--- src/rtl/alu_arbiter.sv ---
// Two-requester round-robin front end for a shared combinational ALU.
// One operation in flight at a time: IDLE -> EXEC (capture ALU outputs) -> RESP (hold until accepted).
module alu_arbiter #(
  parameter int N = 8
) (
  input  logic         clk,
  input  logic         rst_n,
  input  logic [1:0]   req_valid,
  output logic [1:0]   req_ready,
  input  logic [N-1:0] req_a0,
  input  logic [N-1:0] req_b0,
  input  logic [N-1:0] req_a1,
  input  logic [N-1:0] req_b1,
  input  logic [1:0]   req_op0,
  input  logic [1:0]   req_op1,
  output logic [N-1:0] alu_a,
  output logic [N-1:0] alu_b,
  output logic [1:0]   alu_ctrl,
  input  logic [N-1:0] alu_result,
  input  logic [3:0]   alu_flags,
  output logic [1:0]   rsp_valid,
  input  logic [1:0]   rsp_ready,
  output logic [N-1:0] rsp_result,
  output logic [3:0]   rsp_flags,
  output logic         busy
);

  localparam logic [1:0] IDLE = 2'd0;
  localparam logic [1:0] EXEC = 2'd1;
  localparam logic [1:0] RESP = 2'd2;

  logic [1:0]   state_q, state_d;
  logic         rr_ptr_q, rr_ptr_d;
  logic         owner_q, owner_d;
  logic [N-1:0] alu_a_q, alu_a_d;
  logic [N-1:0] alu_b_q, alu_b_d;
  logic [1:0]   alu_ctrl_q, alu_ctrl_d;
  logic [N-1:0] rsp_result_q, rsp_result_d;
  logic [3:0]   rsp_flags_q, rsp_flags_d;

  logic [1:0] grant;
  logic       grant_idx;
  logic       req_fire;
  logic       rsp_fire;

  // rr_ptr only breaks ties; a lone requester is always granted.
  always_comb begin
    grant = 2'b00;
    case (req_valid)
      2'b01:   grant = 2'b01;
      2'b10:   grant = 2'b10;
      2'b11:   grant = rr_ptr_q ? 2'b10 : 2'b01;
      default: grant = 2'b00;
    endcase
  end

  assign grant_idx = grant[1];
  assign req_ready = (state_q == IDLE) ? grant : 2'b00;
  assign req_fire  = |(req_ready & req_valid);
  assign rsp_valid = (state_q == RESP) ? (owner_q ? 2'b10 : 2'b01) : 2'b00;
  assign rsp_fire  = (state_q == RESP) && rsp_ready[owner_q];

  always_comb begin
    state_d      = state_q;
    rr_ptr_d     = rr_ptr_q;
    owner_d      = owner_q;
    alu_a_d      = alu_a_q;
    alu_b_d      = alu_b_q;
    alu_ctrl_d   = alu_ctrl_q;
    rsp_result_d = rsp_result_q;
    rsp_flags_d  = rsp_flags_q;
    case (state_q)
      IDLE: begin
        if (req_fire) begin
          alu_a_d    = grant_idx ? req_a1  : req_a0;
          alu_b_d    = grant_idx ? req_b1  : req_b0;
          alu_ctrl_d = grant_idx ? req_op1 : req_op0;
          owner_d    = grant_idx;
          rr_ptr_d   = ~grant_idx;
          state_d    = EXEC;
        end
      end
      EXEC: begin
        rsp_result_d = alu_result;
        rsp_flags_d  = alu_flags;
        state_d      = RESP;
      end
      RESP: begin
        if (rsp_fire) state_d = IDLE;
      end
      default: state_d = IDLE;
    endcase
  end

  always_ff @(posedge clk or negedge rst_n) begin
    if (!rst_n) begin
      state_q      <= IDLE;
      rr_ptr_q     <= 1'b0;
      owner_q      <= 1'b0;
      alu_a_q      <= '0;
      alu_b_q      <= '0;
      alu_ctrl_q   <= 2'b00;
      rsp_result_q <= '0;
      rsp_flags_q  <= 4'b0000;
    end else begin
      state_q      <= state_d;
      rr_ptr_q     <= rr_ptr_d;
      owner_q      <= owner_d;
      alu_a_q      <= alu_a_d;
      alu_b_q      <= alu_b_d;
      alu_ctrl_q   <= alu_ctrl_d;
      rsp_result_q <= rsp_result_d;
      rsp_flags_q  <= rsp_flags_d;
    end
  end

  assign alu_a      = alu_a_q;
  assign alu_b      = alu_b_q;
  assign alu_ctrl   = alu_ctrl_q;
  assign rsp_result = rsp_result_q;
  assign rsp_flags  = rsp_flags_q;
  assign busy       = (state_q != IDLE);

endmodule

--- config.mk ---
export PLATFORM = sky130hd
export DESIGN_NAME = alu_arbiter
export DESIGN_NICKNAME = d
export VERILOG_FILES = /design/src/rtl/alu_arbiter.sv
export SDC_FILE = /design/constraint.sdc
export NUM_CORES = 1
export LEC_CHECK = 0
export ABC_AREA = 1
export CORE_MARGIN = 3
export CORE_UTILIZATION = 35
export CTS_CLUSTER_SIZE = 24
export DETAILED_ROUTE_END_ITERATION = 6
export HOLD_SLACK_MARGIN = 0.15
export PLACE_DENSITY = 0.85
export SYNTH_ARGS = -nofsm -noshare
export SYNTH_HDL_FRONTEND = slang
export SYNTH_SLANG_ARGS = --single-unit
--- constraint.sdc ---
create_clock -name clk -period 1.6 [get_ports clk]
set_clock_uncertainty 0.2 [all_clocks]
set_input_delay 0.48 -clock clk [delete_from_list [all_inputs] [get_ports clk]]
set_output_delay 0.48 -clock clk [all_outputs]
set_load 0.01 [all_outputs]
**Run 1: floorplan with the power grid**

Pins as bars on the die edge. Tap cells in gray.
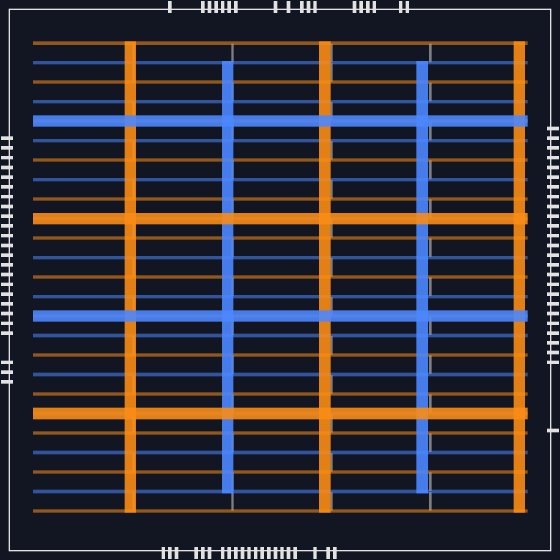
orange -> VSS
blue -> VDD
rows = 24
met5 straps = 4
core area: 0.00450 mm2
Peak VDD IR: 820 uV
Die Height: 75.3 um

**Run 1: the metal 2 layer**

Scale bar: 20 um.
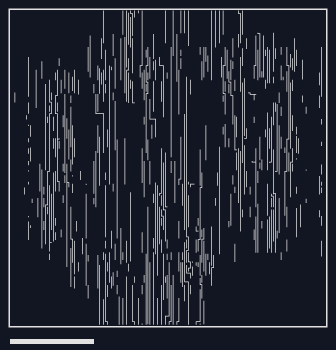
wire length on this layer = 2500 um
share of all routed wire = 53%
longest straight run = 38.1 um

**Run 1: clock wires, drivers and flops**

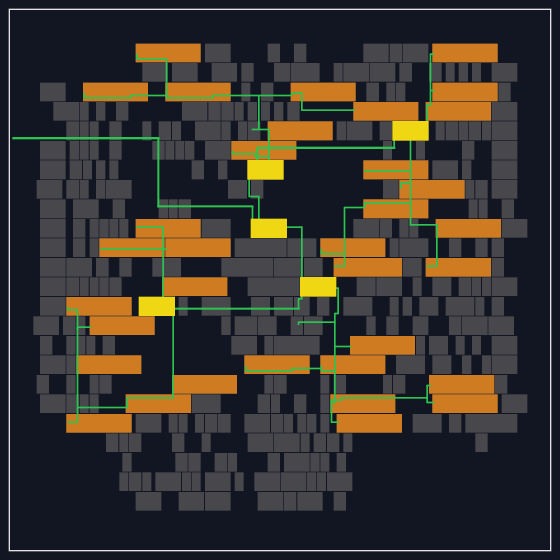
orange -> flip-flops  # count 34
yellow -> clock-net drivers  # count 5
green -> clock wires  # length 398 um
routed clock nets = 6

==> out/metrics.csv, run 1 <==
stage;metric;value;unit
detailed_routing;vias per std cell;4.79;
final_timing;RSZ-0062 raised after global routing;true;
logic_synthesis;MUX area fraction;0;%
status;failing checks;setup timing;
worst_setup_path;critical path peak fanout;4;
power;Largest Pwr Group;combinational logic;
detailed_routing;metal3 WL;351;um
final_timing;Hold Slack;271;ps
logic_synthesis;yosys xor share;0;%
logic_synthesis;area leader, netlist;dfrtp_1;
floorplanning;Die X;75.3;um
job;tool warnings;29;
power;Comb group;0.00238;W
worst_setup_path;crit path launch;state_q[0];
final_layout;final instance area;0.00274;mm2
clock_network;clk slew on worst S/H paths;60;ps
worst_hold_path;WHS Endpoint;rsp_result[4];
floorplanning;Taps Inserted;52;
status;status;finished with violations;
detailed_routing;DR DRC count;0;
power;Leak;1.44;nW
global_route;met1 GRT Util;18.9;%
logic_synthesis;Yosys chip area;0.00168;mm2
global_route;vias in the first global route;1641;
logic_synthesis;sequential-to-total area share from yosys stat;50.6;%
final_layout;combinational share of cell area;28.1;%
worst_setup_path;Buf/Inv on CP;3;
detailed_routing;Routed met1 length;1880;um
floorplanning;FP Util;37.4;%
final_timing;cycle use final;117;%
clock_network;CTS Buffer Depth;2;
final_layout;most frequent cells in the layout;nand2_1, clkdlybuf4s50_1, nand3_1, dfrtp_1, clkbuf_2;
worst_setup_path;Stages on worst setup path;5;
logic_synthesis;Mapped Nets;269;
power;share of power burned in registers;34.3;%
logic_synthesis;Warnings, synthesis;0;
power;P_seq;0.00155;W
final_layout;FF/Latch Area;852;um2
placed_design;pre-CTS setup slack;-952;ps
logic_synthesis;Yosys reg bits;34;
detailed_routing;Routed wire per std cell;12.9;um
worst_setup_path;CP Capture Type;output pin;
final_timing;setup violators final;7;
detailed_routing;via count;1766;
final_layout;multi-input gates;162;
global_route;met2 GRT Util;30.3;%
logic_synthesis;Basic Gates by Area;42.8;%
job;max-cap violation count;0;
final_timing;worst slew pin tran;250;ps
detailed_routing;met2 WL;2500;um
worst_setup_path;Critical Path Slowest Stage Cell;dfrtp_2;
power;internal power;0.00264;W
final_timing;Worst Slack Setup Final;-265;ps
global_route;grt ovf;0;
power;clock distribution power;0.000579;W
global_route;grt met3 use;5.28;%
worst_hold_path;Worst Hold Class;flop to flop;
power;Comb pwr share;52.8;%
worst_setup_path;crit path capture;req_ready[0];
global_route;initial antenna violation count;0;
worst_setup_path;crit-path max cell delay;450;ps
final_layout;# clk buffers;5;
worst_hold_path;Hold Startpoint;rsp_result[4];
detailed_routing;drt total wl;4740;um
logic_synthesis;FFs w/ async S/R, synth;100;%
placed_design;placed cell area;0.00270;mm2
final_layout;FF+latch count;34;
final_layout;Non-Filler Instances;369;
worst_setup_path;CP required;920;ps
final_layout;Nets;371;
clock_network;H-tree depth;2;
clock_network;Late-Pin Clk Latency;280;ps
logic_synthesis;Syn Area/Cell;7.83;um2
logic_synthesis;Cell area leaders;dfrtp_1, nand2_1, nand3_1, nand2_4, buf_6;
final_timing;Slew headroom;83.3;%
logic_synthesis;Post-Synthesis Cells;215;
global_route;gr busiest metal;met2;
placed_design;Cells after DPL;357;
worst_setup_path;Worst Setup Start Kind;flop;
clock_network;Hold Buf Count CTS;1;
detailed_routing;first drt pass iteration count;4;
power;net switching power;0.00186;W
final_layout;Area Overhead vs Synth;62.6;%
final_layout;Non-clock inverters;7;
final_layout;Largest cell class;non-clock buffers;
final_layout;final core utilization;60.8;%
final_timing;Tmin final;1860;ps
worst_setup_path;cell mode on critical path;buf_6;
==> inputs of run 2 (changes only) <==
- CORE_UTILIZATION: 35 -> 42
- PLACE_DENSITY: 0.85 -> 0.94
- clock period: 1.6 -> 2.4 ns (I/O delays scaled with it)
**Run 2: floorplan with the power grid**

Pins as bars on the die edge. Tap cells in gray.
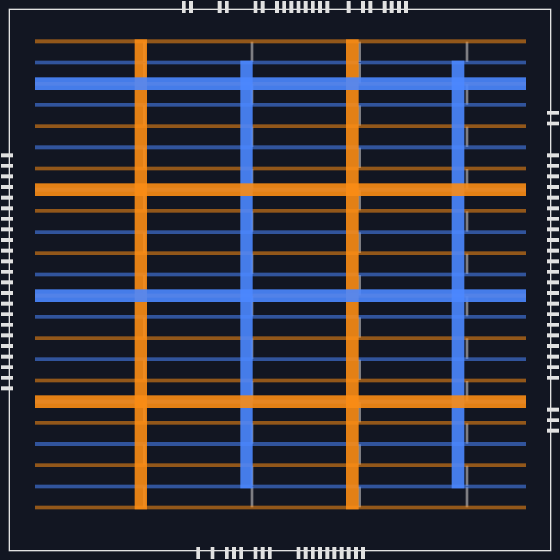
orange -> VSS
blue -> VDD
signal pins = 89
met5 straps = 4
met4 straps = 4
rows = 22

==> run 2 against run 1 <==
The flow now finishes without violations. Worst hold slack improved by 2.3 ps. Non-clock buffer count fell by 9. Sequential power fell by 35%. Final area fell by 1.1%. Via count fell by 2.1%. Total power fell by 30%. Die size fell by 15%. Critical endpoint is now req_ready[1].
==> out/metrics.csv, run 2 <==
stage;metric;value;unit
status;status;finished, final reports clean;
power;clock distribution power;0.000505;W
logic_synthesis;FFs w/ async S/R, synth;100;%
final_timing;RSZ-0062 raised after global routing;false;
power;Leak;1.39;nW
global_route;largest net degree at the start of global routing;35;
detailed_routing;vias per std cell;4.84;
detailed_routing;DR DRC count;0;
logic_synthesis;Cell area leaders;dfrtp_1, nand2_1, nand3_1, nand2_4, buf_6;
final_layout;Non-Filler Instances;357;
worst_setup_path;Worst Setup Start Kind;primary input;
power;Comb pwr share;51.9;%
final_timing;Worst Slack Setup Final;40.0;ps
logic_synthesis;Yosys reg bits;34;
worst_setup_path;CP Capture Type;output pin;
floorplanning;Taps Inserted;48;
clock_network;Late-Pin Clk Latency;280;ps
final_layout;Nets;362;
logic_synthesis;sequential-to-total area share from yosys stat;50.6;%
final_timing;Hold Slack;274;ps
floorplanning;Die Area;0.00480;mm2
logic_synthesis;Post-Synthesis Cells;215;
worst_setup_path;Critical Path Slowest Stage Cell;dlygate4sd2_1;
floorplanning;Placement Rows;22;
power;share of total power in the clock network;16.0;%
final_layout;Largest cell class;non-clock buffers;
detailed_routing;first drt pass iteration count;4;
detailed_routing;via count;1729;
worst_hold_path;Hold Startpoint;rsp_result[6];
power;P_seq;0.00101;W
final_timing;pins over their slew limit;0;
clock_network;Hold Buf Count CTS;0;
worst_hold_path;Worst Hold Class;flop to flop;
final_layout;most frequent cells in the layout;nand2_1, clkdlybuf4s50_1, nand3_1, dfrtp_1, buf_4;
global_route;met2 GRT Util;36.7;%
power;PD cells;1160;mW/mm2
final_timing;Slew headroom;50.8;%
worst_setup_path;cell mode on critical path;nand2_4;
logic_synthesis;Synth top cell by count;nand2_1;
clock_network;CTS Buffer Depth;2;
final_layout;sequential cell area share;31.4;%
final_layout;FF+latch count;34;
logic_synthesis;Syn Area/Cell;7.83;um2
detailed_routing;metal3 WL;274;um
detailed_routing;met2 WL;2430;um
final_layout;Top cell excl fill/tap;nand2_1;
logic_synthesis;main flop type;dfrtp_1;
final_timing;setup violators final;0;
power;net switching power;0.00119;W
final_layout;combinational share of cell area;26.8;%
detailed_routing;Routed met1 length;1890;um
final_timing;cycle use final;98.3;%
worst_setup_path;crit path launch;req_valid[1];
logic_synthesis;Basic Gates by Area;42.8;%
global_route;met1 GRT Util;24.0;%
final_layout;Area Overhead vs Synth;60.8;%
final_layout;Non-clock inverters;7;
placed_design;placed cell area;0.00261;mm2
floorplanning;Die X;69.3;um
logic_synthesis;Yosys chip area;0.00168;mm2
worst_setup_path;CP required;1480;ps
logic_synthesis;Mapped Nets;269;
global_route;gr busiest metal;met2;
clock_network;CTS resizes;11;
clock_network;clk slew on worst S/H paths;60;ps
worst_setup_path;Stages on worst setup path;7;
power;Peak VDD IR;475;uV
final_timing;Tmin final;2360;ps
power;Comb group;0.00164;W
worst_setup_path;critical path peak fanout;2;
logic_synthesis;area leader, netlist;dfrtp_1;
logic_synthesis;MUX area fraction;0;%
power;internal power;0.00197;W
global_route;initial antenna violation count;0;
placed_design;number of port buffers;88;
clock_network;Num CTS Buffers;5;
floorplanning;core area;0.00377;mm2
power;share of power burned in registers;32.1;%
final_layout;multi-input gates;162;
job;max-cap violation count;0;
logic_synthesis;Warnings, synthesis;0;
global_route;grt ovf;0;
floorplanning;io pins;89;
job;tool warnings;26;
final_layout;# clk buffers;5;
final_timing;worst slew pin tran;738;ps
placed_design;Cells after DPL;349;
detailed_routing;Max Used Layer;met4;
logic_synthesis;yosys xor share;0;%
detailed_routing;Routed wire per std cell;13.0;um
worst_setup_path;crit-path max cell delay;250;ps
final_layout;final instance area;0.00271;mm2
final_layout;Fill cells;317;
placed_design;Final Wtd Congestion;0.811;
placed_design;pre-CTS setup slack;-592;ps
final_layout;clk cell area share;4.02;%
worst_hold_path;WHS Endpoint;rsp_result[6];
final_layout;FF/Latch Area;851;um2
detailed_routing;drt total wl;4630;um
power;Largest Pwr Group;combinational logic;
worst_setup_path;Buf/Inv on CP;4;
floorplanning;FP Util;44.6;%
floorplanning;Die Height;69.3;um
global_route;vias in the first global route;1702;
worst_setup_path;crit path capture;req_ready[1];
global_route;grt met3 use;6.09;%
final_layout;Buffers excl. clock;98;
final_layout;final core utilization;71.8;%
clock_network;H-tree depth;2;
Power figures rest on the tool's default switching activity, not on a simulated workload.
